**The metal 2 layer**

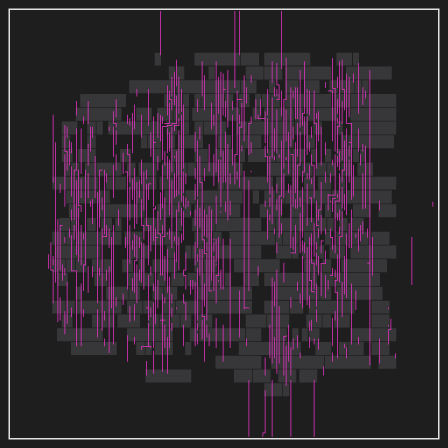
**Where the registers sit**

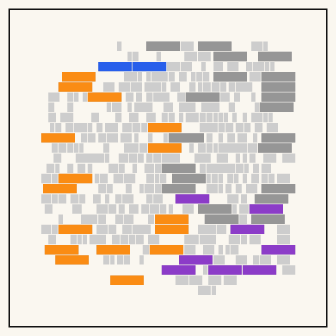
File: config.mk
export PLATFORM = sky130hd
export DESIGN_NAME = button_event
export DESIGN_NICKNAME = d
export VERILOG_FILES = /design/src/rtl/button_event.sv
export SDC_FILE = /design/constraint.sdc
export NUM_CORES = 1
export LEC_CHECK = 0
export CORE_MARGIN = 8
export CORE_UTILIZATION = 60
export DETAILED_ROUTE_END_ITERATION = 8
export HOLD_SLACK_MARGIN = 0.12
export PLACE_DENSITY = 0.84
export SLEW_MARGIN = 20
export SYNTH_ARGS = -nofsm -noshare
export SYNTH_HDL_FRONTEND = slang
export SYNTH_SLANG_ARGS = --single-unit
File: constraint.sdc
create_clock -name clock -period 3.3 [get_ports clock]
set_clock_uncertainty 0.2 [all_clocks]
set_input_delay 0.495 -clock clock [delete_from_list [all_inputs] [get_ports clock]]
set_output_delay 0.495 -clock clock [all_outputs]
set_load 0.02 [all_outputs]
File: src/rtl/button_event.sv
`timescale 1ns/1ps
// button_event: turns a debounced switch level into press / release / long-press /
// auto-repeat pulses, a held level and a wrapping press counter.
// Optional feature macro: BUTTON_EVENT_REPEAT_EN enables auto-repeat pulses on repeat_p;
// when undefined, repeat_p is tied low and the LONG state only waits for release.
module button_event #(
    parameter int unsigned CLK_PER_MS = 50000,
    parameter int unsigned LONG_MS    = 1000,
    parameter int unsigned REPEAT_MS  = 200
) (
    input  logic       clock,
    input  logic       reset,
    input  logic       SSW,
    output logic       press_p,
    output logic       release_p,
    output logic       long_p,
    output logic       repeat_p,
    output logic       held,
    output logic [7:0] press_cnt
);

    localparam logic [15:0] TICK_MAX = 16'(CLK_PER_MS - 1);
    localparam logic [15:0] LONG_VAL = 16'(LONG_MS);

    typedef enum logic [1:0] {StIdle, StPressed, StLong} state_t;

    state_t      state;
    logic        ssw_q;
    logic [15:0] prescaler;
    logic [15:0] hold_ms;
    logic [15:0] hold_inc;
    logic        rise;
    logic        fall;
    logic        tick;

`ifdef BUTTON_EVENT_REPEAT_EN
    localparam logic [15:0] REP_VAL = 16'(REPEAT_MS);
    logic [15:0] rep_ms;
    logic [15:0] rep_inc;
    assign rep_inc = rep_ms + 16'd1;
`else
    // Repeat period has no effect without the repeat feature.
    logic unused_repeat_ms;
    assign unused_repeat_ms = ^REPEAT_MS;
    assign repeat_p = 1'b0;
`endif

    assign rise     = SSW & ~ssw_q;
    assign fall     = ~SSW & ssw_q;
    assign tick     = (prescaler == TICK_MAX);
    assign hold_inc = hold_ms + 16'd1;

    // Edge detect, ms prescaler and event FSM; every output is registered here.
    always_ff @(posedge clock or posedge reset) begin
        if (reset) begin
            state     <= StIdle;
            // Start "pressed" so a switch held through reset is not seen as a new press.
            ssw_q     <= 1'b1;
            prescaler <= '0;
            hold_ms   <= '0;
            press_p   <= 1'b0;
            release_p <= 1'b0;
            long_p    <= 1'b0;
            held      <= 1'b0;
            press_cnt <= '0;
`ifdef BUTTON_EVENT_REPEAT_EN
            rep_ms    <= '0;
            repeat_p  <= 1'b0;
`endif
        end else begin
            ssw_q     <= SSW;
            press_p   <= 1'b0;
            release_p <= 1'b0;
            long_p    <= 1'b0;
`ifdef BUTTON_EVENT_REPEAT_EN
            repeat_p  <= 1'b0;
`endif
            unique case (state)
                StIdle: begin
                    if (rise) begin
                        state     <= StPressed;
                        press_p   <= 1'b1;
                        held      <= 1'b1;
                        press_cnt <= press_cnt + 8'd1;
                        prescaler <= '0;
                        hold_ms   <= '0;
                    end
                end
                StPressed: begin
                    // Release wins over a coincident tick.
                    if (fall) begin
                        state     <= StIdle;
                        release_p <= 1'b1;
                        held      <= 1'b0;
                    end else begin
                        prescaler <= tick ? 16'd0 : prescaler + 16'd1;
                        if (tick) begin
                            hold_ms <= hold_inc;
                            if (hold_inc == LONG_VAL) begin
                                state  <= StLong;
                                long_p <= 1'b1;
`ifdef BUTTON_EVENT_REPEAT_EN
                                rep_ms <= '0;
`endif
                            end
                        end
                    end
                end
                StLong: begin
                    if (fall) begin
                        state     <= StIdle;
                        release_p <= 1'b1;
                        held      <= 1'b0;
                    end else begin
                        prescaler <= tick ? 16'd0 : prescaler + 16'd1;
`ifdef BUTTON_EVENT_REPEAT_EN
                        if (tick) begin
                            if (rep_inc == REP_VAL) begin
                                rep_ms   <= '0;
                                repeat_p <= 1'b1;
                            end else begin
                                rep_ms <= rep_inc;
                            end
                        end
`endif
                    end
                end
                default: begin
                    state <= StIdle;
                    held  <= 1'b0;
                end
            endcase
        end
    end

endmodule

==> flow_summary.ini <==
; yosys + openroad results
[final_timing]
slew-limit-headroom_pct = 37.4
max_clock_freq_mhz = 361
final-hold-violation-count = 0
period_minus_slack_ns = 2.77
rsz0062_at_grt = no

[synthesis]
yosys.area_share.adder_pct = 3.11
numSynthFlops = 47
edf_count = 0
syn_avg_cell_area_um2 = 8.99
syn-cell-area_um2 = 2820
floorplan.nets = 323
syn_inst = 313
mux_share_pct = 1.16
yosys_area_um2 = 2820

[clock_tree]
ctsHoldBuffers = 0
cts_tree = yes
cts_resized = 0
htree_levels = 2
cts_setup_buffers = 0
clk_pin_slew_worst_paths_ns = 0.09

[setup_path]
worst_setup_path_end_kind = flip-flop
cp.arrival_ns = 2.75
reg2reg_depth = 8
r2r-end = prescaler[9]$_DFFE_PP0P_
required_ns = 3.27

[power]
seq_power_share_pct = 44.6
power_frac_comb_pct = 35.4
p_int_w = 0.00111
power.total_w = 0.00182
p_clk_share_pct = 20.0

[floorplanning]
core_area_um2 = 4630
fp-utilization_pct = 60.8
die_h_um = 84.5
die_x_um = 84.5

[global_route]
gr-total-overflow = 0
grtUsageTotal_pct = 16.6
grt_start_max_net_pins = 48
antenna_found_initial = 0

[final_layout]
final_cells = 373
fillers = 381
final_common_cell = dfrtp_1
diodes = 0
flop_area_um2 = 1180

[place]
io_buffers = 14
gp_congestion = 0.848
dpl.cell_count = 365

[detailed_routing]
drc_errors = 0

[outcome]
outcome = finished clean
Back to the opening pictures, 'the metal 2 layer':
The layer carries 2930 um of wire. The wires run mostly vertical. 275 nets have wire on it. The longest straight run is 58.1 um. The layer holds 51% of the routed length.

Back to the opening pictures, 'where the registers sit':
press_cnt: in purple, flops 8. state: in blue, flops 2. hold_ms: in orange, flops 16.

per-stage QoR:
step	instance area [um2]	setup WS (ns)	hold WS [ns]	utilization, %
final	3050	0.529	0.275	65.8
after global routing	3050	0.248	0.318	65.8
after CTS	3050	0.554	0.283	65.8
after detailed placement	2950	0.340	0.271	63.7
after global placement	2950	0.433	0.260	63.7
after floorplan	2820	0.964	0.252	-
how the worst max path moves through the flow:
stage	startpoint	end	slack (ns)
after floorplan	hold_ms[0]$_DFFE_PP0P_	long_p$_DFF_PP0_	0.96
after global placement	SSW	prescaler[9]$_DFFE_PP0P_	0.43
after detailed placement	SSW	prescaler[9]$_DFFE_PP0P_	0.34
after CTS	state[0]$_DFFE_PP0P_	prescaler[9]$_DFFE_PP0P_	0.55
after global routing	state[0]$_DFFE_PP0P_	prescaler[9]$_DFFE_PP0P_	0.25
final	state[0]$_DFFE_PP0P_	prescaler[9]$_DFFE_PP0P_	0.53
synth_stat cells, types with 3 or more instances:
| cell | instances | area (um2) |
|---|---|---|
| nand2b_1 | 6 | 37.5 |
| xnor2_1 | 6 | 52.6 |
| and2_1 | 4 | 25.0 |
| xor2_1 | 8 | 70.1 |
| buf_4 | 3 | 22.5 |
| nand3b_1 | 4 | 30.0 |
| nand4_1 | 11 | 68.8 |
| and4_1 | 3 | 26.3 |
| ha_1 | 7 | 87.6 |
| o211ai_1 | 3 | 22.5 |
| a21oi_1 | 6 | 30.0 |
| nand3_1 | 20 | 100 |
| dfrtp_1 | 46 | 1150 |
| clkbuf_1 | 11 | 41.3 |
| or2_2 | 4 | 25.0 |
| nor3_1 | 5 | 25.0 |
| o31ai_1 | 10 | 75.1 |
| or3_1 | 5 | 31.3 |
| nor2_1 | 23 | 86.3 |
| and3_1 | 7 | 43.8 |
| inv_1 | 8 | 30.0 |
| o21ai_0 | 34 | 170 |
| nand2_1 | 32 | 120 |
power groups by stage:
| stage | logic, W | clock network [W] | registers [W] |
|---|---|---|---|
| final | 0.000645 | 0.000364 | 0.000812 |
| after global routing | 0.000718 | 0.000402 | 0.000833 |
| after CTS | 0.000648 | 0.000379 | 0.000811 |
| after detailed placement | 0.000642 | 0 | 0.000820 |
| after global placement | 0.000619 | 0 | 0.000817 |
| after floorplan | 0.000463 | 0 | 0.000810 |
routing by layer:
metal  part of all wire (%)  track usage, %  vias to the layer above
met5                      0               0                        -
met4                    1.5            6.96                        0
met2                     51            28.6                       40
met3                    3.1            3.80                        8
li1                       -               -                     1146
met1                     44            19.3                     1146
state kept, by name, summed over array words and instances (netlist names):
signal,cells
held,1
hold_ms,16
long_p,1
prescaler,16
press_cnt,8
press_p,1
release_p,1
ssw_q,1
state,2
critical path, cell delays in order (launching register included):
cell and delay, ns:
dfrtp_1 0.39, inv_1 0.09, ha_1 0.31, and3b_1 0.32
a31oi_1 0.71, nor2_1 0.26, nand4_1 0.18, xor2_1 0.15
nor2_1 0.05
cell type report:
cell class                 instances  area share [%]
timing repair buffer              16            5.09
clock buffer                       6            2.71
clock inverter                     2           0.534
tap                               54            2.22
multi-input combinational        240            49.8
sequential                        47            38.6
inverter                           8           0.986
Power and IR drop assume default switching activity.
